$ cat src/rtl/cpu_pkg.sv
// Shared CPU front-end definitions: exception causes, the NOP encoding,
// the fetch-buffer entry layout and the fetch state encoding.
package cpu_pkg;

  localparam logic [3:0]  EXC_INSTR_MISALIGNED   = 4'd0;
  localparam logic [3:0]  EXC_INSTR_ACCESS_FAULT = 4'd1;
  localparam logic [31:0] NOP_INSTR              = 32'h00000013;
  localparam int          FETCH_ENTRY_W          = 64 + 32 + 1 + 4 + 64;

  typedef enum logic {
    ST_FETCH    = 1'b0,
    ST_HOLD_EXC = 1'b1
  } fetch_state_e;

  typedef struct packed {
    logic [63:0] pc;
    logic [31:0] instr;
    logic        exc_en;
    logic [3:0]  exc_code;
    logic [63:0] exc_val;
  } fetch_entry_t;

endpackage

$ cat src/rtl/fetch_fifo.sv
// Synchronous FIFO for fetched entries; flush dominates push and pop.
// A push into a full FIFO is accepted only when the head is popped in the same cycle.
module fetch_fifo #(
  parameter int WIDTH = 165,
  parameter int DEPTH = 2
) (
  input  logic             clk,
  input  logic             rst,
  input  logic             push,
  input  logic             pop,
  input  logic             flush,
  input  logic [WIDTH-1:0] din,
  output logic [WIDTH-1:0] dout,
  output logic             full,
  output logic             empty
);

  localparam int AW = $clog2(DEPTH);
  localparam logic [AW:0] PTR_ONE = {{AW{1'b0}}, 1'b1};

  logic [WIDTH-1:0] mem [DEPTH];
  logic [AW:0]      wr_ptr;
  logic [AW:0]      rd_ptr;
  logic             do_push;
  logic             do_pop;

  // Extra pointer MSB distinguishes full from empty when the indices match.
  assign empty   = (wr_ptr == rd_ptr);
  assign full    = (wr_ptr[AW] != rd_ptr[AW]) && (wr_ptr[AW-1:0] == rd_ptr[AW-1:0]);
  assign do_pop  = pop && !empty && !flush;
  assign do_push = push && (!full || do_pop) && !flush;
  assign dout    = mem[rd_ptr[AW-1:0]];

  always_ff @(posedge clk) begin
    if (rst || flush) begin
      wr_ptr <= '0;
      rd_ptr <= '0;
    end else begin
      if (do_push) wr_ptr <= wr_ptr + PTR_ONE;
      if (do_pop)  rd_ptr <= rd_ptr + PTR_ONE;
    end
  end

  always_ff @(posedge clk) begin
    if (do_push) mem[wr_ptr[AW-1:0]] <= din;
  end

endmodule

$ cat src/rtl/fetch_unit.sv
// Instruction-fetch front end: owns the PC, buffers fetched entries for decode.
// Define FETCH_PERF_EN to add the perf_fetch_cnt / perf_stall_cnt counters.
module fetch_unit
  import cpu_pkg::*;
#(
  parameter logic [63:0] RESET_PC   = 64'h0,
  parameter int          FIFO_DEPTH = 2
) (
  input  logic        clk,
  input  logic        rst,
  output logic [63:0] imem_addr,
  input  logic [31:0] imem_instr,
  input  logic        imem_exc_en,
  input  logic [3:0]  imem_exc_code,
  input  logic [63:0] imem_exc_val,
  input  logic        redirect_valid,
  input  logic [63:0] redirect_pc,
  output logic        out_valid,
  input  logic        out_ready,
  output logic [63:0] out_pc,
  output logic [31:0] out_instr,
  output logic        out_exc_en,
  output logic [3:0]  out_exc_code,
  output logic [63:0] out_exc_val
`ifdef FETCH_PERF_EN
  ,
  output logic [63:0] perf_fetch_cnt,
  output logic [63:0] perf_stall_cnt
`endif
);

  fetch_state_e state_q, state_d;
  logic [63:0]  pc_q, pc_d;
  fetch_entry_t push_entry, head_entry;
  logic [FETCH_ENTRY_W-1:0] head_bits;
  logic         fifo_full, fifo_empty;
  logic         pop, enq;

  assign imem_addr = pc_q;
  assign out_valid = !fifo_empty;
  assign pop       = out_valid && out_ready;
  assign enq       = (state_q == ST_FETCH) && (!fifo_full || pop);
  assign head_entry = fetch_entry_t'(head_bits);

  // Misalignment is checked first: memory data for an unaligned PC is not trusted.
  always_comb begin
    push_entry.pc       = pc_q;
    push_entry.instr    = imem_instr;
    push_entry.exc_en   = imem_exc_en;
    push_entry.exc_code = imem_exc_code;
    push_entry.exc_val  = imem_exc_val;
    if (pc_q[1:0] != 2'b00) begin
      push_entry.instr    = NOP_INSTR;
      push_entry.exc_en   = 1'b1;
      push_entry.exc_code = EXC_INSTR_MISALIGNED;
      push_entry.exc_val  = pc_q;
    end else if (imem_exc_en) begin
      push_entry.instr    = NOP_INSTR;
    end
  end

  always_comb begin
    pc_d    = pc_q;
    state_d = state_q;
    if (redirect_valid) begin
      pc_d    = redirect_pc;
      state_d = ST_FETCH;
    end else if (enq) begin
      if (push_entry.exc_en) state_d = ST_HOLD_EXC;
      else                   pc_d    = pc_q + 64'd4;
    end
  end

  always_ff @(posedge clk) begin
    if (rst) begin
      pc_q    <= RESET_PC;
      state_q <= ST_FETCH;
    end else begin
      pc_q    <= pc_d;
      state_q <= state_d;
    end
  end

  fetch_fifo #(
    .WIDTH (FETCH_ENTRY_W),
    .DEPTH (FIFO_DEPTH)
  ) u_fifo (
    .clk   (clk),
    .rst   (rst),
    .push  (enq),
    .pop   (pop),
    .flush (redirect_valid),
    .din   (push_entry),
    .dout  (head_bits),
    .full  (fifo_full),
    .empty (fifo_empty)
  );

  // An empty buffer presents the reset values rather than stale storage.
  always_comb begin
    out_pc       = 64'h0;
    out_instr    = NOP_INSTR;
    out_exc_en   = 1'b0;
    out_exc_code = 4'h0;
    out_exc_val  = 64'h0;
    if (!fifo_empty) begin
      out_pc       = head_entry.pc;
      out_instr    = head_entry.instr;
      out_exc_en   = head_entry.exc_en;
      out_exc_code = head_entry.exc_code;
      out_exc_val  = head_entry.exc_val;
    end
  end

`ifdef FETCH_PERF_EN
  always_ff @(posedge clk) begin
    if (rst) begin
      perf_fetch_cnt <= 64'h0;
      perf_stall_cnt <= 64'h0;
    end else if (!redirect_valid) begin
      if (enq)                                 perf_fetch_cnt <= perf_fetch_cnt + 64'd1;
      else if (state_q == ST_FETCH)            perf_stall_cnt <= perf_stall_cnt + 64'd1;
    end
  end
`endif

endmodule

$ cat config.mk
export PLATFORM = sky130hd
export DESIGN_NAME = fetch_unit
export DESIGN_NICKNAME = d
export VERILOG_FILES = /design/src/rtl/cpu_pkg.sv /design/src/rtl/fetch_fifo.sv /design/src/rtl/fetch_unit.sv
export SDC_FILE = /design/constraint.sdc
export NUM_CORES = 1
export LEC_CHECK = 0
export ABC_AREA = 1
export CAP_MARGIN = 10
export CORE_AREA = 4 4 244 175
export DETAILED_ROUTE_END_ITERATION = 6
export DIE_AREA = 0 0 248 179
export PLACE_DENSITY = 0.77
export SYNTH_ARGS = -nofsm -noshare
export SYNTH_HDL_FRONTEND = slang
export SYNTH_SLANG_ARGS = --single-unit
$ cat constraint.sdc
create_clock -name clk -period 10.63 [get_ports clk]
set_clock_uncertainty 0.05 [all_clocks]
set_input_delay 2.126 -clock clk [delete_from_list [all_inputs] [get_ports clk]]
set_output_delay 2.126 -clock clk [all_outputs]
set_load 0.01 [all_outputs]
### Wiring by layer, run 1

Two of the layers only.
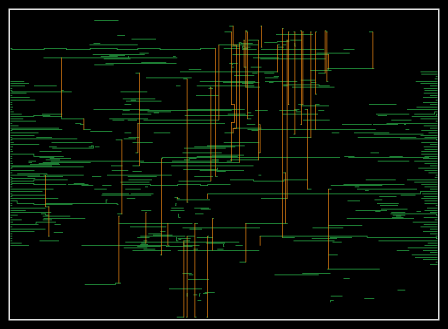
legend:
  M3:
    color: green
    wire_length: 6150 µm
  M4:
    color: orange
    wire_length: 1950 µm
overall track demand over capacity in global routing: 27.67%
routed vias: 15990
Avg WL per Cell: 21.25 µm
wire length after detailed routing: 63480 µm

### Congestion heat map, run 1

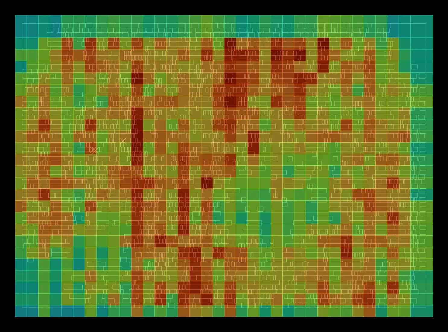
global routing usage on met2: 41.61%
Final Util: 59.57%
GR Layer Usage met1: 39.52%

==> impl_results.rst, run 1 <==
Flow metrics
------------

.. list-table::
   :header-rows: 1

   * - Metric
     - Value
   * - Outcome
     - complete, but fails checks
   * - Violations in the final reports
     - DRC
   * - Clock latency of the later-clocked register in the worst-skew pair
     - between 0.5 and 0.6 ns
   * - Detailed-router iteration count before antenna repair
     - 7
   * - Maximum operating frequency
     - roughly 180 MHz
   * - Area of the mapped netlist
     - 18730 µm²
   * - Reg-to-reg critical path endpoint
     - u_fifo.mem[1][86]
   * - CP endpoint kind
     - output pin
   * - Setup violation total in the final timing report
     - 0
   * - RSZ-0062 raised after global routing
     - false
   * - Number of instances on the worst hold path
     - 2
   * - Startpoint type of the worst setup path
     - flip-flop
   * - Comb area leader
     - simple AND/OR/NAND/NOR gates
   * - Synthesized netlist cell count
     - between 2000 and 2500
   * - Arr. time, crit path
     - 3.48 ns
   * - Nets in the synthesized netlist
     - 2278
   * - Max Cap Viol
     - 0
   * - Wire length of the first global-routing pass
     - 92110 µm
   * - Max FO, Critical Path
     - 100
   * - Flip-flops with a built-in enable
     - around 330
   * - Peak supply drop
     - 0.09777 mV
   * - Detailed route wirelength on metal3
     - 6151 µm
   * - Tightest hold margin
     - 0.4497 ns
   * - Final ANT Viol Nets
     - 0
   * - Number of cells on the worst reg-to-reg path
     - 7
   * - Worst Hold Path EP
     - u_fifo.rd_ptr[1]
   * - Setup WS post-layout
     - 4.977 ns
   * - Most common cell in the netlist
     - nand2_1
   * - Clock-pin slew on the worst setup and hold paths
     - 0.06 ns
   * - Internal reg-to-reg setup slack
     - ~7.4 ns
   * - Hold Path Origin
     - u_fifo.rd_ptr[1]
   * - Post-synth regs
     - 400
   * - Cell variety after synth
     - 31
   * - Hold buffer count at CTS
     - 0
   * - Routed metal-1 wire length
     - approximately 27000 µm
   * - Data required time of the critical path
     - 8.45 ns
   * - Final Max-Slew Violation Tally
     - 0
   * - Total die area
     - 44390 µm²
   * - Area fraction in and, or, nand and nor cells
     - between 20% and 30%
   * - Final-stage net count
     - 2574
   * - Fraction of final layout cells sized beyond drive strength 1
     - 4.310%
   * - CTS tree
     - built
   * - Cell at the root of the clock tree
     - clkbuf_16
   * - Top cells excl fill/tap
     - nand2_1 (724), clkdlybuf4s50_1 (398), edfxtp_1 (330), nor2_1 (237), a21oi_1 (215)
   * - Area share of xor/xnor cells in the synthesized design
     - 0.6547%
   * - Maximum number of pins on one net before global-route repair
     - around 100
   * - Synthesis-to-finish area growth
     - 28.55%
   * - Placed Cells incl. Taps
     - 2903
   * - Category of cells accounting for the largest share of critical-path delay
     - buffers and inverters
   * - Proportion of synthesized area in mux cells
     - 0%
   * - Worst setup path end
     - out_pc[21]
   * - Most frequent logic cell in the layout
     - nand2_1
   * - Worst Setup Slack post-DPL
     - about 5.2 ns
   * - Average instance area after synthesis
     - 8.884 µm²
   * - Ratio of total power to cell area
     - 156.8 nW/µm²
   * - Vias per Instance
     - ~5.4
   * - Top layer used by detailed routing
     - met5
   * - Number of gates resized after CTS
     - 0
   * - HPWL after detailed placement
     - 45010 µm
   * - Remaining routing DRC violations
     - 6
   * - Synth top area share
     - 52.91%
   * - Tightest slew margin relative to the limit
     - between 20% and 30%
   * - Max Root-Sink Buffers
     - 3
   * - Path type of the worst min-delay path
     - flip-flop to flip-flop
   * - Crit Path Class
     - flip-flop to output pin
   * - Die extent in y
     - between 150 and 200 µm
### Cells colored by class, run 1

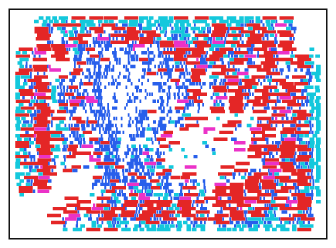
legend:
  registers:
    color: red
    cells: 400
    share_of_their_area: 48%
  remaining buffers and delay cells:
    color: cyan
    cells: 418
    share_of_their_area: 18%
  clock drivers and dummy loads:
    color: magenta
    cells: 76
    share_of_their_area: 5.8%
  remaining logic cells:
    color: blue
    cells: 1542
    share_of_their_area: 28%
placeable core area: 40420 µm²
placement row count: 62
area of all placed cells without fillers: 24080 µm²

==> run 1: power breakdown <==
group	switching, mW	internal (mW)
Combinational	0.255	0.192
Sequential	0.0708	1.81
Clock	0.609	0.842
==> run 1: final cells by class <==
| type | instances | area (µm²) | share of cell area (%) |
|---|---|---|---|
| Multi-Input combinational cell | 1413 | 6073 | 25.23 |
| Clock inverter | 16 | 151.4 | 0.6288 |
| Clock buffer | 60 | 1202 | 4.994 |
| Tap cell | 544 | 680.7 | 2.827 |
| Timing Repair Buffer | 418 | 4146 | 17.22 |
| Sequential cell | 400 | 11310 | 47.00 |
| Inverter | 129 | 489.2 | 2.032 |
| Antenna cell | 7 | 17.52 | 0.07276 |
### Clock wires, drivers and flops, run 1

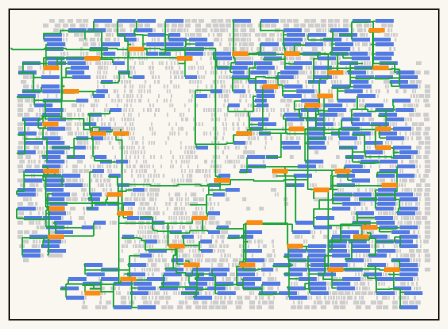

==> run 2, diff against run 1 <==
--- a/config.mk
+++ b/config.mk
@@ -7,10 +7,10 @@
 export LEC_CHECK = 0
 export ABC_AREA = 1
 export CAP_MARGIN = 10
-export CORE_AREA = 4 4 244 175
+export CORE_AREA = 4 4 232 166
 export DETAILED_ROUTE_END_ITERATION = 6
-export DIE_AREA = 0 0 248 179
-export PLACE_DENSITY = 0.77
+export DIE_AREA = 0 0 236 170
+export PLACE_DENSITY = 0.81
 export SYNTH_ARGS = -nofsm -noshare
 export SYNTH_HDL_FRONTEND = slang
 export SYNTH_SLANG_ARGS = --single-unit
==> constraint.sdc (replaced) <==
create_clock -name clk -period 5.89 [get_ports clk]
set_clock_uncertainty 0.05 [all_clocks]
set_input_delay 1.178 -clock clk [delete_from_list [all_inputs] [get_ports clk]]
set_output_delay 1.178 -clock clk [all_outputs]
set_load 0.01 [all_outputs]
### Clock wires, drivers and flops, run 2

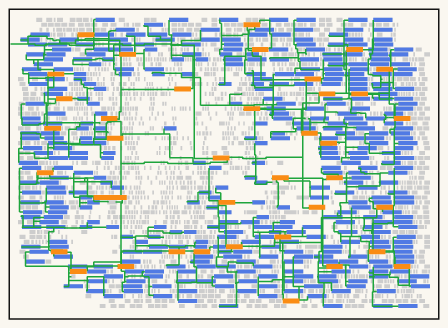
legend:
  clock-net drivers:
    color: orange
    count: 39
  clock wires:
    color: green
    length: 4690 µm
  flip-flops:
    color: blue
    count: 400
routed clock nets: 40
clock latency of the later-clocked register in the worst-skew pair: 0.55 ns
relative contribution of the clock network to total power: 35.5%
power in the clock group: 2.31 mW

==> run 2 against run 1 <==
  * The run now ends clean
  * Sequential power is about 80% higher
  * Critical endpoint is now out_exc_val[44]
  * Worst setup slack got worse by 3.8 ns
  * Cell count down 2.2%
  * Critical path type unchanged
==> impl_results.rst, run 2 <==
Flow metrics
------------

.. list-table::
   :header-rows: 1

   * - Metric
     - Value
   * - Placement row count
     - 59 (-4.8%)
   * - Avg WL per Cell
     - 21.00 µm (-1.2%)
   * - Max Cap Viol
     - 0 (unchanged)
   * - Largest register FFs
     - ~330
   * - HPWL after detailed placement
     - 43130 µm (-4.2%)
   * - Proportion of synthesized area in mux cells
     - 0% (unchanged)
   * - Final-stage net count
     - 2566 (-0.31%)
   * - Arr. time, crit path
     - 3.50 ns (+0.02 ns)
   * - Sw Share
     - 25.52% (+0.77 points)
   * - Ratio of total power to cell area
     - 273.2 nW/µm² (+74%)
   * - Detailed Route Iter0 Violations
     - 1814
   * - Flop count
     - 400 (unchanged)
   * - Clock-cell share
     - 4.821% (-0.80 points)
   * - Clock-pin slew on the worst setup and hold paths
     - 0.06 ns (about the same)
   * - R2r startpoint
     - imem_addr[1]
   * - Ordered cell list for the critical path
     - buf_4 > nand2_1 > a21oi_1 > clkdlybuf4s50_1
   * - Worst Setup Slack post-DPL
     - 1.726 ns (-3.442 ns)
   * - TritonCTS buffer count
     - 39
   * - CP endpoint kind
     - output pin
   * - Maximum operating frequency
     - 211.4 MHz
   * - Max FO, Critical Path
     - 93 (-7.0%)
   * - Static Leakage
     - around 8.6 nW
   * - Period Utilization, post-route
     - 80.30%
   * - Max Root-Sink Buffers
     - 3 (unchanged)
   * - Tally of buffers added on design ports
     - 398
   * - Proportion of cell area occupied by multi-input gates
     - 25.52% (+0.29 points)
   * - Number of buffers added for setup after CTS
     - 0
   * - Category of cells accounting for the largest share of critical-path delay
     - buffers and inverters
   * - Layout buffer count excluding clock buffers
     - 413 (-1.2%)
   * - Remaining routing DRC violations
     - 0 (-6)
   * - Switching power total
     - 1.659 mW (+78%)
   * - Die W
     - around 240 µm
   * - Number of instances on the worst hold path
     - 1 (-1)
   * - Reg-to-reg critical path endpoint
     - imem_addr[36]
   * - Comb area
     - 6073 µm² (unchanged)
   * - Nets in the synthesized netlist
     - 2278 (unchanged)
   * - Warnings from Yosys
     - 0
   * - Flip-flops with a built-in enable
     - 330 (unchanged)
   * - Top pwr grp
     - registers
   * - Final ANT Viol Nets
     - 0 (unchanged)
   * - Hold Path Origin
     - u_fifo.rd_ptr[0]
   * - Share of power burned in combinational logic
     - 12.4% (+0.6 points)
   * - Setup violation total in the final timing report
     - 0 (unchanged)
   * - Number of filler instances in the final layout
     - 2931
   * - Routed vias
     - 16140 (+0.94%)
   * - Area of all placed cells without fillers
     - 23800 µm² (-1.1%)
   * - Final Max-Slew Violation Tally
     - 0 (unchanged)
   * - Maximum number of pins on one net before global-route repair
     - 137 (+34%)
   * - Post-synth regs
     - 400 (unchanged)
   * - Placeable core area
     - 36540 µm² (-9.6%)
   * - Share of flip-flops with an asynchronous set or reset
     - 0%
   * - Multi-input combinational gate total
     - 1413 (unchanged)
   * - Seq group
     - 3.39 mW (+80%)
   * - Non-clk invs
     - 129 (unchanged)
   * - Placed Area
     - approximately 23000 µm²
   * - Aggregate negative setup slack
     - 0 ns
   * - Yosys aoi share
     - a little under a tenth
   * - Number of sinks driven by the clock tree
     - 400
   * - Instance count on the critical path
     - 4
   * - Synthesis-to-finish area growth
     - 27.08%
   * - Synth top cells by count
     - nand2_1 (724), edfxtp_1 (330), nor2_1 (239)
   * - Number of gates resized after CTS
     - 0 (unchanged)
   * - Post-synthesis share of cell area spent on full adders, half adders and majority gates
     - 0.06681%
   * - Pint
     - 4.842 mW (+70%)
   * - Average instance area after synthesis
     - 8.884 µm² (unchanged)
   * - Seq pwr share
     - 52.1% (+2.4 points)
   * - Comb power
     - 0.803 mW (+80%)
   * - Area fraction in and, or, nand and nor cells
     - 22.60% (unchanged)
   * - Overall track demand over capacity in global routing
     - 29.20% (+1.5 points)
   * - Number of cells on the worst reg-to-reg path
     - 10 (+3)
   * - RSZ-0062 raised after global routing
     - false
   * - Number of standard cells in the layout, taps in and fillers out
     - ~2900
   * - Cell with the largest stage delay on the worst path
     - buf_4
   * - Detailed-router iteration count before antenna repair
     - 7 (unchanged)
   * - Seq/total area
     - 47.54% (+0.55 points)
   * - Cell variety after synth
     - 31 (unchanged)
   * - Startpoint type of the worst setup path
     - flip-flop
   * - Most frequent logic cell in the layout
     - nand2_1
   * - Hold buffer count at CTS
     - 0 (unchanged)
   * - Comb area leader
     - simple AND/OR/NAND/NOR gates
   * - Area of the mapped netlist
     - 18730 µm² (unchanged)
   * - Initial antenna violation count
     - 8
   * - Sequential-to-total area share from yosys stat
     - around 60%
   * - Synthesized netlist cell count
     - 2108 (unchanged)
   * - Vias per Instance
     - 5.527 (+3.3%)
   * - Data required time of the critical path
     - 4.66 ns (-3.79 ns)
   * - Die extent in y
     - 170 µm (-5.0%)
   * - Number of tapcells
     - 488 (-10%)
   * - Via count of the first global-routing pass
     - 15070
   * - Buffers plus inverters on the worst setup path
     - 2
   * - Yosys cell count
     - approximately 2100
   * - Overall power consumption
     - 6.501 mW
   * - Ranking of synthesized cells by area
     - edfxtp_1 (53%), nand2_1 (15%), dfxtp_1 (7.5%)
   * - Cell kind with the greatest summed area
     - sequential cells
   * - Clock tree buffer count of the final layout
     - 50 (-17%)
   * - ANT cells
     - 7 (unchanged)
   * - Top Ports
     - 399
   * - Area share of xor/xnor cells in the synthesized design
     - 0.6547% (unchanged)
   * - Most common cell in the netlist
     - nand2_1
   * - Crit Path Class
     - flip-flop to output pin
   * - Wire length of the first global-routing pass
     - 90410 µm (-1.8%)
   * - Fraction of final layout cells sized beyond drive strength 1
     - 3.753% (-0.56 points)
   * - Synth area leader
     - edfxtp_1
   * - Chip Area, Yosys
     - approximately 19000 µm²
   * - Buffer share of cell area
     - 17.42% (+0.20 points)
   * - CTS tree
     - built
   * - Final Util
     - 65.13% (+5.6 points)
   * - Setup WS post-layout
     - 1.160 ns (-3.817 ns)
   * - Peak supply drop
     - 0.1833 mV (+87%)
   * - Placed Cells incl. Taps
     - 2843 (-2.1%)
   * - Cell at the root of the clock tree
     - clkbuf_16
   * - Outcome
     - complete, no violations
   * - Tightest hold margin
     - 0.4538 ns (+0.004083 ns)
   * - Floorplan utilization
     - just over 50%
   * - Highest cell delay on the worst timing path
     - 0.95 ns
   * - Internal reg-to-reg setup slack
     - 2.74 ns (-4.67 ns)
   * - Worst setup path end
     - out_exc_val[44]
   * - Total die area
     - 40120 µm² (-9.6%)
   * - Synth top area share
     - 52.91% (unchanged)
   * - Flop area
     - 11310 µm² (unchanged)
   * - Worst Hold Path EP
     - u_fifo.rd_ptr[0]
   * - Tightest slew margin relative to the limit
     - 19.54% (-5.4 points)
   * - Path type of the worst min-delay path
     - flip-flop to flip-flop
   * - Top cells excl fill/tap
     - nand2_1 (724), clkdlybuf4s50_1 (398), edfxtp_1 (330), nor2_1 (237), a21oi_1 (215)
   * - Wire length after detailed routing
     - 61330 µm (-3.4%)
   * - CTS H-tree lvls
     - 2
## run 2: cell counts after synthesis
No cell type changed its count.
## run 2: worst register-to-register path, cell delays in order (launching register included)
cell	delay (ns)
dfxtp_1	0.50
nor2_4	0.08
inv_2	0.48
nor2_4	0.10
nand3_4	0.23
nand2_4	0.23
inv_2	0.58
buf_4	0.48
nor2_1	0.09
nand2_1	0.09
a21oi_1	0.08
## run 2: per-layer routing
| metal | global-route usage, % | vias to the layer above | share of wire (%) |
|---|---|---|---|
| li1 | - | 7472 | - |
| met1 | 42.32 | 7685 | 43 |
| met2 | 44.62 | 871 | 45 |
| met3 | 6.026 | 108 | 9.6 |
| met4 | 9.518 | 2 | 2.8 |
| met5 | 0 | - | 0.018 |
### I/O pins on the die edge, run 2

Pins as bars across the die edge, other pins in gray.
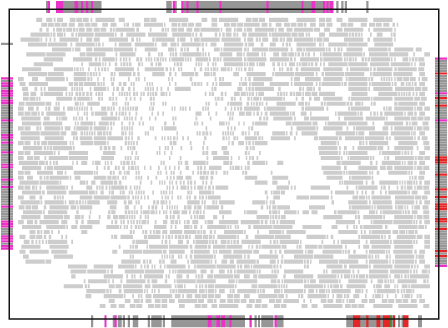

==> run 3, diff against run 2 <==
==> constraint.sdc (replaced) <==
create_clock -name clk -period 4.9 [get_ports clk]
set_clock_uncertainty 0.05 [all_clocks]
set_input_delay 0.98 -clock clk [delete_from_list [all_inputs] [get_ports clk]]
set_output_delay 0.98 -clock clk [all_outputs]
set_load 0.01 [all_outputs]
### I/O pins on the die edge, run 3

Pins as bars across the die edge, other pins in gray.
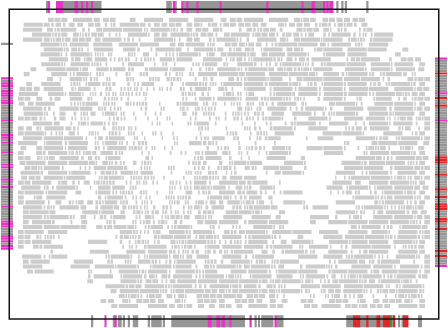
legend:
  `out_exc_en`:
    color: green
    pins: 1
    direction: output
    edge: bottom
  `imem_instr`:
    color: red
    pins: 32
    direction: input
    edge: 17 right, 15 bottom
  `imem_addr`:
    color: magenta
    pins: 64
    direction: output
    edge: 26 left, 23 top, 11 bottom, 4 right
all pins by edge: 129 top, 114 bottom, 85 right, 71 left
die extent in y: 170 µm
Die W: 236 µm

==> run 3 against run 2 <==
  * Die size unchanged
  * Clock-buffer cell count rose by 2
  * Routed wire length increased by 0.32%
  * Global-route usage about the same
  * Power increased by 26%
  * Critical path depth increased by 1
  * Cell count grew 0.17%
  * Sequential share of layout area is 0.38 points lower
  * Sequential cell count unchanged
  * Combinational power increased by about 20%
  * Via count is 0.28% higher
  * Largest power group unchanged
  * Highest routed layer unchanged
==> impl_results.rst, run 3 <==
Flow metrics
------------

.. list-table::
   :header-rows: 1

   * - Metric
     - Value
   * - Top pwr grp
     - registers
   * - Floorplan utilization
     - 51.25% (unchanged)
   * - Final ANT Viol Nets
     - 0 (unchanged)
   * - Max FO, Critical Path
     - 79 (-15%)
   * - Yosys cell count
     - 2108 (unchanged)
   * - Fraction of final layout cells sized beyond drive strength 1
     - 4.036% (+0.28 points)
   * - Synthesis-to-finish area growth
     - 28.10%
   * - Area of the mapped netlist
     - 18730 µm² (unchanged)
   * - Pint
     - 6.184 mW (+28%)
   * - Hold Path Origin
     - u_fifo.rd_ptr[1]
   * - Ratio of total power to cell area
     - 340.4 nW/µm² (+25%)
   * - Power in the clock group
     - 3.13 mW (+35%)
   * - Slew at the pin closest to its max-slew limit
     - about 1.2 ns
   * - Path type of the worst min-delay path
     - flip-flop to flip-flop
   * - Switching power total
     - 1.983 mW (+20%)
   * - Multi-input combinational gate total
     - 1413 (unchanged)
   * - Flip-flops with a built-in enable
     - 330 (unchanged)
   * - Startpoint type of the worst setup path
     - flip-flop
   * - Synth top cells by count
     - nand2_1 (724), edfxtp_1 (330), nor2_1 (239)
   * - Buffer share of cell area
     - 17.32% (-0.11 points)
   * - Most frequent logic cell in the layout
     - nand2_1
   * - Non-clk invs
     - 129 (unchanged)
   * - Max Cap Viol
     - 0 (unchanged)
   * - Synth top area share
     - 52.91% (unchanged)
   * - Number of standard cells in the layout, taps in and fillers out
     - 2925 (+0.17%)
   * - Final Max-Slew Violation Tally
     - 0 (unchanged)
   * - Chip Area, Yosys
     - 18730 µm² (unchanged)
   * - Number of tapcells
     - 488 (unchanged)
   * - Routed vias
     - 16180 (+0.28%)
   * - Wire length of the first global-routing pass
     - 91160 µm (+0.82%)
   * - Dominant flop cell
     - edfxtp_1
   * - Clock latency of the later-clocked register in the worst-skew pair
     - 0.54 ns (about the same)
   * - Comb area
     - 6073 µm² (unchanged)
   * - OpenROAD warning count
     - 36
   * - Synthesized netlist cell count
     - 2108 (unchanged)
   * - Top cells excl fill/tap
     - nand2_1 (724), clkdlybuf4s50_1 (398), edfxtp_1 (330), nor2_1 (237), a21oi_1 (215)
   * - Number of sinks driven by the clock tree
     - 400 (unchanged)
   * - Placement row count
     - 59 (unchanged)
   * - Clock-cell share
     - 5.528% (+0.71 points)
   * - Synth area leader
     - edfxtp_1
   * - Avg WL per Cell
     - 21.04 µm (+0.15%)
   * - Clock tree buffer count of the final layout
     - 52 (+4.0%)
   * - Met3 track utilization from global routing
     - 6.739% (+0.71 points)
   * - Maximum operating frequency
     - around 240 MHz
   * - Global placement routability congestion
     - 0.9571
   * - Peak supply drop
     - 0.2338 mV (+28%)
   * - Vias per Instance
     - 5.533 (+0.11%)
   * - Flop count
     - 400 (unchanged)
   * - Static Leakage
     - 8.695 nW (+1.1%)
   * - Min cycle time layout
     - 4.182 ns
   * - CTS H-tree lvls
     - 2 (unchanged)
   * - Outcome
     - complete, no violations
   * - Detailed-router iteration count before antenna repair
     - 5 (-2)
   * - Number of cells on the worst reg-to-reg path
     - 10 (unchanged)
   * - Top Ports
     - 399 (unchanged)
   * - Sw Share
     - 24.28% (-1.2 points)
   * - Largest register FFs
     - 330 (unchanged)
   * - ANT cells
     - 9 (+2)
   * - Tally of buffers added on design ports
     - 398 (unchanged)
   * - Share of power burned in combinational logic
     - 11.8% (-0.6 points)
   * - CP endpoint kind
     - output pin
   * - Hold buffer count at CTS
     - 0 (unchanged)
   * - Most common cell in the netlist
     - nand2_1
   * - Flop area
     - 11310 µm² (unchanged)
   * - TritonCTS buffer count
     - 40 (+2.6%)
   * - Overall power consumption
     - 8.167 mW (+26%)
   * - Total congestion overflow
     - 0
   * - Detailed Route Iter0 Violations
     - 1904 (+5.0%)
   * - Share of flip-flops with an asynchronous set or reset
     - 0% (unchanged)
   * - Tightest slew margin relative to the limit
     - 18.52% (-1.0 points)
   * - RSZ-0062 raised after global routing
     - false
   * - Wire length after detailed routing
     - 61530 µm (+0.32%)
   * - Period Utilization, post-route
     - between 80 and 90%
   * - Setup violation total in the final timing report
     - 0 (unchanged)
   * - Yosys aoi share
     - 9.013% (unchanged)
   * - Initial antenna violation count
     - 11 (+3)
   * - Proportion of synthesized area in mux cells
     - 0% (unchanged)
   * - HPWL after detailed placement
     - 42990 µm (-0.32%)
   * - Number of gates resized after CTS
     - 0 (unchanged)
   * - Number of buffers added for setup after CTS
     - 0 (unchanged)
   * - Ranking of synthesized cells by area
     - edfxtp_1 (53%), nand2_1 (15%), dfxtp_1 (7.5%)
   * - Sequential-to-total area share from yosys stat
     - 60.40% (unchanged)
   * - Seq/total area
     - 47.16% (-0.38 points)
   * - Overall track demand over capacity in global routing
     - 29.22% (about the same)
   * - Comb area leader
     - simple AND/OR/NAND/NOR gates
   * - Relative contribution of the clock network to total power
     - 38.3% (+2.8 points)
   * - Warnings from Yosys
     - 0 (unchanged)
   * - Placeable core area
     - 36540 µm² (unchanged)
   * - Post-synth regs
     - 400 (unchanged)
   * - Most Used Layer, Global Route
     - met2
   * - Seq group
     - 4.08 mW (+20%)
   * - Cell variety after synth
     - 31 (unchanged)
   * - Final Hold Violating Endpoints
     - 0
   * - Nets in the synthesized netlist
     - 2278 (unchanged)
   * - Final-stage net count
     - 2568 (+0.078%)
   * - GR Layer Usage met1
     - 41.55% (-0.77 points)
   * - CTS tree
     - built
   * - R2r startpoint
     - imem_addr[1]
   * - Area share of xor/xnor cells in the synthesized design
     - 0.6547% (unchanged)
   * - Clock-pin slew on the worst setup and hold paths
     - 0.07 ns (about the same)
   * - Via count of the first global-routing pass
     - 15690 (+4.1%)
   * - Number of filler instances in the final layout
     - 2912 (-0.65%)
   * - Layout buffer count excluding clock buffers
     - 414 (+0.24%)
   * - Maximum number of pins on one net before global-route repair
     - 114 (-17%)
   * - Average instance area after synthesis
     - 8.884 µm² (unchanged)
   * - Global routing usage on met2
     - 44.86% (+0.24 points)
   * - Max Root-Sink Buffers
     - 3 (unchanged)
   * - Worst setup path end
     - out_exc_val[46]
   * - Worst Hold Path EP
     - u_fifo.rd_ptr[1]
   * - Remaining routing DRC violations
     - 0 (unchanged)
   * - Post-synthesis share of cell area spent on full adders, half adders and majority gates
     - 0.06681% (unchanged)
   * - Placed Cells incl. Taps
     - 2844 (+0.035%)
   * - Total die area
     - 40120 µm² (unchanged)
   * - Cell at the root of the clock tree
     - clkbuf_16
   * - Area fraction in and, or, nand and nor cells
     - 22.60% (unchanged)
   * - Crit Path Class
     - flip-flop to output pin
   * - Cell kind with the greatest summed area
     - sequential cells
   * - Arr. time, crit path
     - 3.15 ns (-0.35 ns)
   * - Number of instances on the worst hold path
     - 2 (+1)
   * - Reg-to-reg critical path endpoint
     - imem_addr[46]
   * - Data required time of the critical path
     - 3.87 ns (-0.79 ns)
   * - Comb power
     - 0.962 mW (+20%)
   * - Seq pwr share
     - 49.9% (-2.2 points)
   * - Proportion of cell area occupied by multi-input gates
     - 25.32% (-0.20 points)
   * - Internal reg-to-reg setup slack
     - 2.18 ns (-0.56 ns)
## run 3: worst max-delay path, cell delays in order, from the launching register on
cell and delay, ns:
dfxtp_4 0.56, inv_6 0.61, buf_4 0.48, nand2_1 0.09, a21oi_1 0.21, clkdlybuf4s50_1 0.60
## run 3: layer usage
metal  share of wire [%]  up-vias
li1                    -     7489
met1                  42     7707
met2                  45      864
met3                  10      119
met4                 3.1        4
met5               0.029        -
## run 3: metrics by stage
stage	setup TNS [ns]	setup WS (ns)	hold WS (ns)	util (%)	cell area, µm²
after global placement	0	1.323	0.4143	61.96	22640
after detailed placement	0	1.258	0.4356	61.96	22640
final	0	0.7180	0.4482	65.65	23990
after global routing	0	0.4935	0.4501	65.65	23990
after CTS	0	0.6871	0.4467	65.59	23970
after floorplan	-457.34	-1.388	0.4015	-	18730
Power and IR drop assume default switching activity.
